### src/rtl/mips_pkg.sv
// Shared MIPS core definitions: opcode/funct encodings, ALU operation codes
// and the decoded control bundle carried down the pipeline.
package mips_pkg;

    localparam logic [5:0] OP_LW  = 6'b100011;
    localparam logic [5:0] OP_SW  = 6'b101011;
    localparam logic [5:0] OP_BEQ = 6'b000100;
    localparam logic [5:0] OP_BNE = 6'b000101;
    localparam logic [5:0] OP_J   = 6'b000010;
    localparam logic [5:0] OP_JAL = 6'b000011;
    localparam logic [5:0] FN_JR  = 6'b001000;

    localparam logic [3:0] ALU_ADD = 4'b0010;
    localparam logic [3:0] ALU_AND = 4'b0100;
    localparam logic [3:0] ALU_OR  = 4'b0101;
    localparam logic [3:0] ALU_XOR = 4'b0110;
    localparam logic [3:0] ALU_NOR = 4'b0111;
    localparam logic [3:0] ALU_SLT = 4'b1011;
    localparam logic [3:0] ALU_SRA = 4'b1100;
    localparam logic [3:0] ALU_SRL = 4'b1101;
    localparam logic [3:0] ALU_SLL = 4'b1110;

    typedef struct packed {
        logic       reg_write;
        logic       mem_to_reg;
        logic       mem_write;
        logic       branch;
        logic       reg_dst;
        logic       jump;
        logic [3:0] alu_control;
    } ctrl_t;

    // All-zero control: a bubble never writes a register or memory.
    localparam ctrl_t CTRL_BUBBLE = '0;

endpackage

### src/rtl/load_use_detector.sv
// Combinational load-use hazard check between the load in execute and the
// instruction in decode. Register $0 never creates a dependency.
module load_use_detector
    import mips_pkg::*;
(
    input  logic       validE,
    input  logic       MemtoRegE,
    input  logic [4:0] RtE,
    input  logic       validD,
    input  logic [4:0] RsD,
    input  logic [4:0] RtD,
    output logic       hazard
);

    logic rt_nonzero;
    logic src_match;

    assign rt_nonzero = (RtE != 5'd0);
    assign src_match  = (RtE == RsD) || (RtE == RtD);
    assign hazard     = validE && MemtoRegE && rt_nonzero && validD && src_match;

endmodule

### src/rtl/id_ex_stage.sv
// Decode-to-execute pipeline register with load-use bubble insertion, flush
// squashing and a saturating count of bubbles that displaced real work.
module id_ex_stage
    import mips_pkg::*;
#(
    parameter int BUBBLE_CNT_W = 16
) (
    input  logic                    clock,
    input  logic                    reset,
    input  logic                    validD,
    input  logic                    RegWriteD,
    input  logic                    MemtoRegD,
    input  logic                    MemWriteD,
    input  logic                    BranchD,
    input  logic                    RegDstD,
    input  logic                    JumpD,
    input  logic [3:0]              ALUControlD,
    input  logic [31:0]             regA,
    input  logic [31:0]             regB,
    input  logic [31:0]             extend_immediate,
    input  logic [4:0]              RsD,
    input  logic [4:0]              RtD,
    input  logic [4:0]              RdD,
    input  logic [31:0]             PCPlus4D,
    input  logic                    flushE,
    output logic                    RegWriteE,
    output logic                    MemtoRegE,
    output logic                    MemWriteE,
    output logic                    BranchE,
    output logic                    RegDstE,
    output logic                    JumpE,
    output logic [3:0]              ALUControlE,
    output logic [31:0]             SrcAE,
    output logic [31:0]             SrcBE,
    output logic [31:0]             ImmE,
    output logic [31:0]             PCPlus4E,
    output logic [4:0]              RsE,
    output logic [4:0]              RtE,
    output logic [4:0]              RdE,
    output logic                    validE,
    output logic                    stallD,
    output logic [BUBBLE_CNT_W-1:0] bubble_count
);

    ctrl_t                   ctrl_q, ctrl_d;
    logic [31:0]             src_a_q, src_a_d;
    logic [31:0]             src_b_q, src_b_d;
    logic [31:0]             imm_q, imm_d;
    logic [31:0]             pc_plus4_q, pc_plus4_d;
    logic [4:0]              rs_q, rs_d;
    logic [4:0]              rt_q, rt_d;
    logic [4:0]              rd_q, rd_d;
    logic                    valid_q, valid_d;
    logic [BUBBLE_CNT_W-1:0] cnt_q, cnt_d;

    logic hazard;
    logic bubble;
    ctrl_t ctrl_in;

    load_use_detector u_load_use_detector (
        .validE    (valid_q),
        .MemtoRegE (ctrl_q.mem_to_reg),
        .RtE       (rt_q),
        .validD    (validD),
        .RsD       (RsD),
        .RtD       (RtD),
        .hazard    (hazard)
    );

    assign ctrl_in = '{
        reg_write:   RegWriteD,
        mem_to_reg:  MemtoRegD,
        mem_write:   MemWriteD,
        branch:      BranchD,
        reg_dst:     RegDstD,
        jump:        JumpD,
        alu_control: ALUControlD
    };

    // A flush coinciding with a hazard still loads a single bubble.
    assign bubble = flushE || hazard;

    always_comb begin
        ctrl_d     = ctrl_in;
        src_a_d    = regA;
        src_b_d    = regB;
        imm_d      = extend_immediate;
        pc_plus4_d = PCPlus4D;
        rs_d       = RsD;
        rt_d       = RtD;
        rd_d       = RdD;
        valid_d    = validD;
        cnt_d      = cnt_q;

        if (bubble) begin
            ctrl_d     = CTRL_BUBBLE;
            src_a_d    = '0;
            src_b_d    = '0;
            imm_d      = '0;
            pc_plus4_d = '0;
            rs_d       = '0;
            rt_d       = '0;
            rd_d       = '0;
            valid_d    = 1'b0;
        end

        // Only bubbles that displace a real decode instruction are counted.
        if (bubble && validD && (cnt_q != {BUBBLE_CNT_W{1'b1}})) begin
            cnt_d = cnt_q + 1'b1;
        end
    end

    always_ff @(posedge clock) begin
        if (reset) begin
            ctrl_q     <= CTRL_BUBBLE;
            src_a_q    <= '0;
            src_b_q    <= '0;
            imm_q      <= '0;
            pc_plus4_q <= '0;
            rs_q       <= '0;
            rt_q       <= '0;
            rd_q       <= '0;
            valid_q    <= 1'b0;
            cnt_q      <= '0;
        end else begin
            ctrl_q     <= ctrl_d;
            src_a_q    <= src_a_d;
            src_b_q    <= src_b_d;
            imm_q      <= imm_d;
            pc_plus4_q <= pc_plus4_d;
            rs_q       <= rs_d;
            rt_q       <= rt_d;
            rd_q       <= rd_d;
            valid_q    <= valid_d;
            cnt_q      <= cnt_d;
        end
    end

    assign RegWriteE    = ctrl_q.reg_write;
    assign MemtoRegE    = ctrl_q.mem_to_reg;
    assign MemWriteE    = ctrl_q.mem_write;
    assign BranchE      = ctrl_q.branch;
    assign RegDstE      = ctrl_q.reg_dst;
    assign JumpE        = ctrl_q.jump;
    assign ALUControlE  = ctrl_q.alu_control;
    assign SrcAE        = src_a_q;
    assign SrcBE        = src_b_q;
    assign ImmE         = imm_q;
    assign PCPlus4E     = pc_plus4_q;
    assign RsE          = rs_q;
    assign RtE          = rt_q;
    assign RdE          = rd_q;
    assign validE       = valid_q;
    assign stallD       = hazard;
    assign bubble_count = cnt_q;

endmodule

### config.mk
export PLATFORM = sky130hd
export DESIGN_NAME = id_ex_stage
export DESIGN_NICKNAME = d
export VERILOG_FILES = /design/src/rtl/mips_pkg.sv /design/src/rtl/load_use_detector.sv /design/src/rtl/id_ex_stage.sv
export SDC_FILE = /design/constraint.sdc
export NUM_CORES = 1
export LEC_CHECK = 0
export ABC_CLOCK_PERIOD_IN_PS = 2200
export CORE_MARGIN = 3
export CORE_UTILIZATION = 36
export DETAILED_ROUTE_END_ITERATION = 12
export PLACE_DENSITY = 0.9
export SYNTH_ARGS = -nofsm -noshare
export SYNTH_HDL_FRONTEND = slang
export SYNTH_SLANG_ARGS = --single-unit
### constraint.sdc
create_clock -name clock -period 2.2 [get_ports clock]
set_input_delay 0.33 -clock clock [delete_from_list [all_inputs] [get_ports clock]]
set_output_delay 0.33 -clock clock [all_outputs]
set_load 0.02 [all_outputs]
Figure 1. Placement density heat map (run 1).
Scale: 2 px per micron. The die is cut into 13 by 13 equal tiles; black is low, pale yellow is high, 0 to 100% covered.
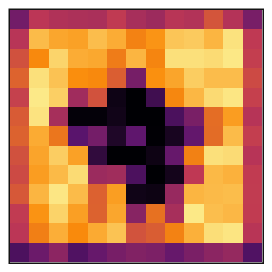
The mean over all tiles is 58%. The fullest tile reaches 95%. 5.3% of the tiles are nearly empty. The emptiest ninth of the die: middle. 39% of the tiles are over 75% full.
final core occ: 0.6750
fp util: 0.3719
core area: 0.01399 sq mm

Figure 2. Clock nets (run 1).
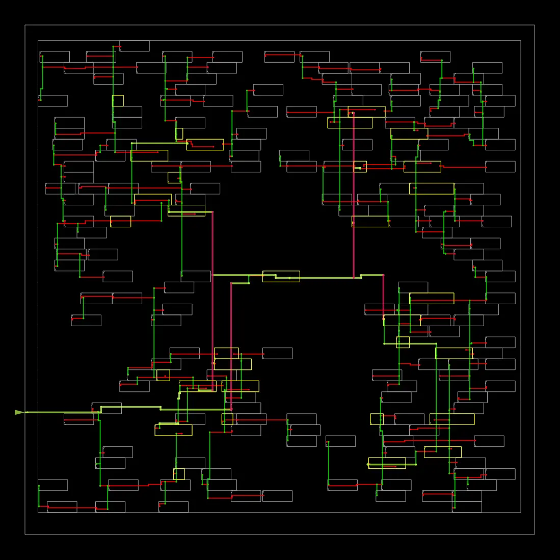
TritonCTS Buffers: 17
Latency at later pin: 0.41 ns

==> results.cfg, run 1 <==
; implementation run metrics
[worst_setup_path]
crit_path_start_kind = flip-flop
critPathLaunch = RtE[0]
ff2ff_setup_slack_ns = 0.07
worstPathRequired_ns = 2.53
cp_top_family = AND-OR/OR-AND gates
slowest_delay_ns = 0.51
cp_num_cells = 8
endpoint = bubble_count[13]

[placed_design]
place_area_sq_mm = 0.008763
hpwl_mm = 12.53

[clock_network]
clkTransAtPathRegs_ns = 0.07
post_cts_buffers = 1
cts_tree = done
clockBufferDepth = 2

[layout]
seq_area_sq_mm = 0.003405
biggestCellCategory = buffers
final_area_sq_mm = 0.009442
antenna_cells = 1
seq_cells = 170
buf_share = 0.3660
logic_area_sq_mm = 0.001692
final_layout_size_suffix_gt1_frac = 0.09665

[sta]
drv_slew = 0
slew_headroom = 0.6643

[route]
wl_met3_mm = 1.351
drtIter0Drc = 146
wl_met2_mm = 8.606
vias = 4353

[synth]
synth_area_per_cell_sq_um = 11.66

[global_route]
grt_max_degree = 84
grt_antenna_before_repair = 1

[pwr]
powerDensity_mw_per_mm2 = 773.6
total_power_w = 0.007304

[hold_path]
hold_path.class = in -> reg
hp-start = ALUControlD[2]

[die]
tapCellCount = 180
die_area_sq_mm = 0.01593

[run_status]
outcome = finished clean
Figure 3. Cells coloured by class (run 1).
Scale: 3 px per micron. Fill, decap, tap and diode cells in grey.
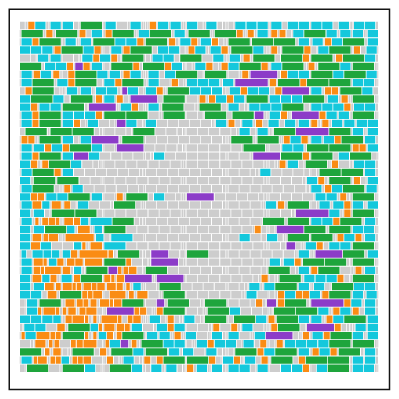
Purple marks clock drivers and dummy loads, cells 32, share of their area 7.0%. Cyan marks remaining buffers and delay cells, cells 347, share of their area 38%. Green marks sequential cells, cells 170, share of their area 37%. Orange marks combinational and other logic, cells 258, share of their area 19%.
Seq area share: 0.3606
row count: 43

Figure 4. Clock wires, drivers and flops (run 1).
Scale: 4 px per micron.
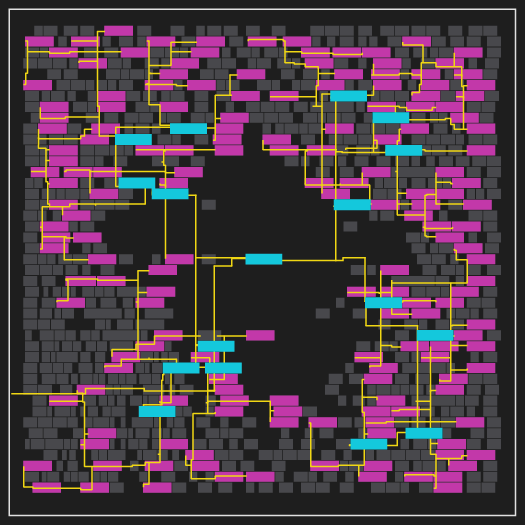
Magenta marks flip-flops, count 170. Yellow marks clock wires, length 1840 microns. Cyan marks clock drivers, count 17.
Position of the flops: spread over the die.
Clk network pwr share: 0.439
clock skew: 0.009197 ns

run 1: cells by family after synthesis:
logic type,Yosys count,synth area share
XOR/XNOR,11,0.01852
AND/OR/NAND/NOR,209,0.2487
flip-flops,170,0.6542
adder cells (fa/ha/maj),1,0.002405
AND-OR/OR-AND,27,0.03872
buffers and inverters,23,0.02549
multiplexers,5,0.01203
run 1: per-stage QoR:
step | hold slack, ns | cells | setup slack [ns]
after detailed placement | 0.5015 | 953 | -0.2379
final | 0.4694 | 988 | 0.06686
after global routing | 0.4425 | 987 | -0.08766
after floorplan | 0.4517 | 446 | 0.1274
after CTS | 0.4477 | 986 | 0.007671
after global placement | 0.4962 | 953 | -0.2112
run 1: cell usage after synthesis, types with 2 or more instances:
library cell,number,area (sq um)
o31ai_1,2,15.01
or3_2,6,45.04
nor2_1,11,41.29
o21ai_0,7,35.03
mux2_2,2,22.52
a21oi_1,9,45.04
and2_1,154,963.4
clkbuf_1,9,33.78
nand4_1,3,18.77
nand3_1,9,45.04
buf_6,2,22.52
buf_4,7,52.55
inv_1,4,15.01
mux2_4,2,30.03
dfxtp_1,170,3403
nand2_1,7,26.28
xnor2_1,10,87.58
or4_1,2,15.01
nor2b_1,2,12.51
run 1: power by group:
| part | switching, W | total, W | internal (W) |
|---|---|---|---|
| logic | 0.000341 | 0.000865 | 0.000524 |
| registers | 0.0000374 | 0.00323 | 0.00319 |
| clock network | 0.00125 | 0.00321 | 0.00196 |
| total | 0.00163 | 0.00730 | 0.00567 |
run 1: registers in the layout (all words and copies together), names as in the netlist, 5 cells and up:
signal / cells
PCPlus4E: 32
SrcBE: 32
ImmE: 32
RtE: 5
RdE: 5
bubble_count: 16
SrcAE: 32
RsE: 5
==> run 2, diff against run 1 <==
--- a/config.mk
+++ b/config.mk
@@ -6,10 +6,11 @@
 export NUM_CORES = 1
 export LEC_CHECK = 0
 export ABC_CLOCK_PERIOD_IN_PS = 2200
+export CORE_ASPECT_RATIO = 1.25
 export CORE_MARGIN = 3
-export CORE_UTILIZATION = 36
+export CORE_UTILIZATION = 35
 export DETAILED_ROUTE_END_ITERATION = 12
-export PLACE_DENSITY = 0.9
+export PLACE_DENSITY = 0.88
 export SYNTH_ARGS = -nofsm -noshare
 export SYNTH_HDL_FRONTEND = slang
 export SYNTH_SLANG_ARGS = --single-unit
Figure 5. M1 wires (run 2).
Scale: 3 px per micron.
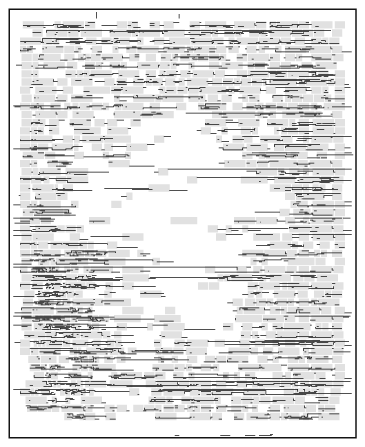
The layer carries 5510 microns of wire. 817 nets have wire on it. The wires run mostly horizontal. The layer holds 34% of the routed length. The longest straight run is 74.5 microns.
vias: 4325
routed wire length: 16.43 mm
grt met1 use: 0.1922

==> run 2 against run 1 <==
Effect of this change:
- global-route usage fell by 0.32 points
- clock skew rose by 0.0012 ns
- setup slack improved by 0.017 ns
- die area rose by 2.8%
- synthesized area did not move
- combinational power barely moved
==> results.cfg, run 2 <==
; implementation run metrics
[run_status]
outcome = finished clean

[synth]
synth_xor_xnor_area_share = 0.01852
mux_share = 0.01203
top_area_cell = dfxtp_1
synth_area_per_cell_sq_um = 11.66
most_common_cell = dfxtp_1
synthTopCellsByCount = 170 x dfxtp_1, 154 x and2_1, 11 x nor2_1

[layout]
final_layout_size_suffix_gt1_frac = 0.1073

[global_route]
grt_max_degree = 54
grt_antenna_before_repair = 5

[clock_network]
cts_tree = done
clkTransAtPathRegs_ns = 0.07
clockBufferDepth = 2
post_cts_buffers = 0

[sta]
clock-skew-final_ns = 0.01040
drv_slew = 0

[route]
drtIter0Drc = 186

[pwr]
powerDensity_mw_per_mm2 = 730.8
seqPwrFrac = 0.471
p_int_w = 0.005284
p_switching_w = 0.001578

[worst_setup_path]
slowest_delay_ns = 0.55
critPathLaunch = RtE[0]

[placed_design]
place_inst = 958

[die]
die_area_sq_mm = 0.01637
initial_utilization = 0.3596
rows = 49
run 2: cell counts after synthesis:
No cell type changed its count.
run 2: final timing paths:
kind | to | slack, ns
worst max-delay path | stallD | 0.08
worst min-delay path | PCPlus4E[19] | 0.47
worst max register to register | bubble_count[12] | 0.09
worst min register to register | bubble_count[15] | 0.51
run 2: per-stage QoR:
stage	total power (W)	util	hold slack (ns)	setup WS, ns
after global routing	0.007128	0.6489	0.4534	-0.001481
after floorplan	0.003592	-	0.4517	0.1274
final	0.006861	0.6489	0.4713	0.08407
after detailed placement	0.004166	0.6100	0.4945	-0.3188
after CTS	0.006943	0.6478	0.4454	0.02068
after global placement	0.004148	0.6100	0.4967	-0.3075
run 2: area by class of cell:
cell class	instances	area, sq um	share of cell area
Inverter	4	15.01	0.001599
Sequential cell	170	3408	0.3630
Timing Repair Buffer	353	3516	0.3745
Clock buffer	18	429.2	0.04571
Tap cell	178	222.7	0.02372
Clock inverter	13	118.9	0.01266
Multi-Input combinational cell	253	1679	0.1788
run 2: power groups by stage:
stage | combinational, W | clock [W] | sequential [W]
6_report | 0.000864 | 0.00277 | 0.00323
5_1_grt | 0.000919 | 0.00297 | 0.00324
4_1_cts | 0.000871 | 0.00284 | 0.00323
3_5_place_dp | 0.000866 | 0 | 0.00330
3_3_place_gp | 0.000854 | 0 | 0.00329
2_1_floorplan | 0.000149 | 0 | 0.00344
run 2: metal layers:
metal / vias up / global-route usage / wire, microns
met5: - / 0 / 82
met4: 10 / 0.05192 / 195
met3: 28 / 0.1059 / 1864
met2: 223 / 0.3524 / 8779
met1: 1932 / 0.1922 / 5506
li1: 2132 / - / -
run 2: what timing repair did:
action                     CTS  global route
pin swaps                    0             1
setup endpoints to repair    1            28
resized                      6             7
gates cloned                 0             0
==> run 3, diff against run 2 <==
--- a/config.mk
+++ b/config.mk
@@ -9,6 +9,7 @@
 export CORE_ASPECT_RATIO = 1.25
 export CORE_MARGIN = 3
 export CORE_UTILIZATION = 35
+export CTS_CLUSTER_SIZE = 16
 export DETAILED_ROUTE_END_ITERATION = 12
 export PLACE_DENSITY = 0.88
 export SYNTH_ARGS = -nofsm -noshare
Figure 6. M1 wires (run 3).
Scale: 3 px per micron.
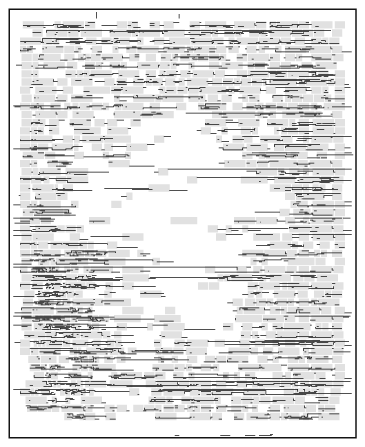
The longest straight run is 74.5 microns. The wires run mostly horizontal. The layer holds 34% of the routed length. 817 nets have wire on it.

==> run 3 against run 2 <==
Effect of this change:
- global-route usage unchanged
- total power unchanged
- sequential share of layout area unchanged
- utilization unchanged
- first-iteration DRC count unchanged
- register-to-register slack about the same
- count of clock-buffer cells in the layout unchanged
- cell count unchanged
- non-clock buffer count unchanged
- combinational power about the same
- flip-flop count unchanged
- worst hold slack unchanged
- largest power group unchanged
==> results.cfg, run 3 <==
; implementation run metrics
[run_status]
outcome = finished clean

[placed_design]
place_area_sq_mm = 0.008826
hpwl_mm = 13.33

[global_route]
grt_max_degree = 54
gr-usage-met2 = 0.3524
grt.met3_usage = 0.1059
busiest_layer = met2

[worst_setup_path]
crit_path_start_kind = flip-flop
critPathLaunch = RtE[0]

[sta]
clock-skew-final_ns = 0.01040
drv_slew = 0
slew_headroom = 0.7650

[die]
die_area_sq_mm = 0.01637
initial_utilization = 0.3596
core_sq_mm = 0.01447
rows = 49

[synth]
synth_area_per_cell_sq_um = 11.66
synthTopCellsByCount = 170 x dfxtp_1, 154 x and2_1, 11 x nor2_1
most_common_cell = dfxtp_1
top_area_frac = 0.6542
synth.area.top_cells = dfxtp_1 65%, and2_1 19%, xnor2_1 1.7%

[pwr]
total_power_w = 0.006861

[layout]
antenna_cells = 0
utilization = 0.6489
final_area_sq_mm = 0.009389

[clock_network]
post_cts_buffers = 0
clkTransAtPathRegs_ns = 0.07
clkLatencyLatePin_ns = 0.41
clockBufferDepth = 2
cts_tree = done

[route]
wl_mm = 16.43
wl_met3_mm = 1.864
wl_met2_mm = 8.779
drtIter0Drc = 186
top_layer = met5
vias = 4325

[hold_path]
hp-start = PCPlus4D[19]
## run 3: cells by family (layout without fill, tap and decap cells)
family                     Yosys count  count (layout)  synth area share
and+or+nand+nor                    209             209            0.2487
DFF                                170             170            0.6542
AOI/OAI and AO/OA                   27              27           0.03872
buffers and inverters               23             388           0.02549
xor gates and xnor gates            11              11           0.01852
muxes                                5               5           0.01203
adders and majority gates            1               1          0.002405
## run 3: final timing paths
path                           end  slack, ns  depth (start not counted)
setup reg to reg  bubble_count[12]       0.09                          7
hold / removal        PCPlus4E[19]       0.47                          2
setup / recovery            stallD       0.08                          4
hold reg to reg   bubble_count[15]       0.51                          2
## run 3: repair_timing
action / CTS / global route
setup endpoints to repair: 1 / 28
resized: 6 / 7
pin swaps: 0 / 1
## run 3: cell type report
type / instances / area [sq um] / area share
flip-flops and latches: 170 / 3408 / 0.3630
clock buffers: 18 / 429.2 / 0.04571
well taps: 178 / 222.7 / 0.02372
multi-input cells: 253 / 1679 / 0.1788
repair buffers: 353 / 3516 / 0.3745
clock inverters: 13 / 118.9 / 0.01266
inverters: 4 / 15.01 / 0.001599
## run 3: report_power, final
group | internal (W) | total (W) | switching (W)
Clock | 0.00156 | 0.00277 | 0.00121
Sequential | 0.00319 | 0.00323 | 0.0000362
Combinational | 0.000529 | 0.000864 | 0.000335
## run 3: per-stage QoR
step                std cells  setup slack [ns]
CTS                       989           0.02068
detailed placement        958           -0.3188
floorplan                 446            0.1274
global placement          958           -0.3075
finish                    989           0.08407
global route              989         -0.001481
## run 3: critical path, cell delays in order, from the launching register on
cell and delay (ns):
dfxtp_2 0.35, or4_4 0.55, o2111ai_4 0.26, nor2_2 0.06, buf_4 0.16
Power figures rest on the tool's default switching activity, not on a simulated workload.
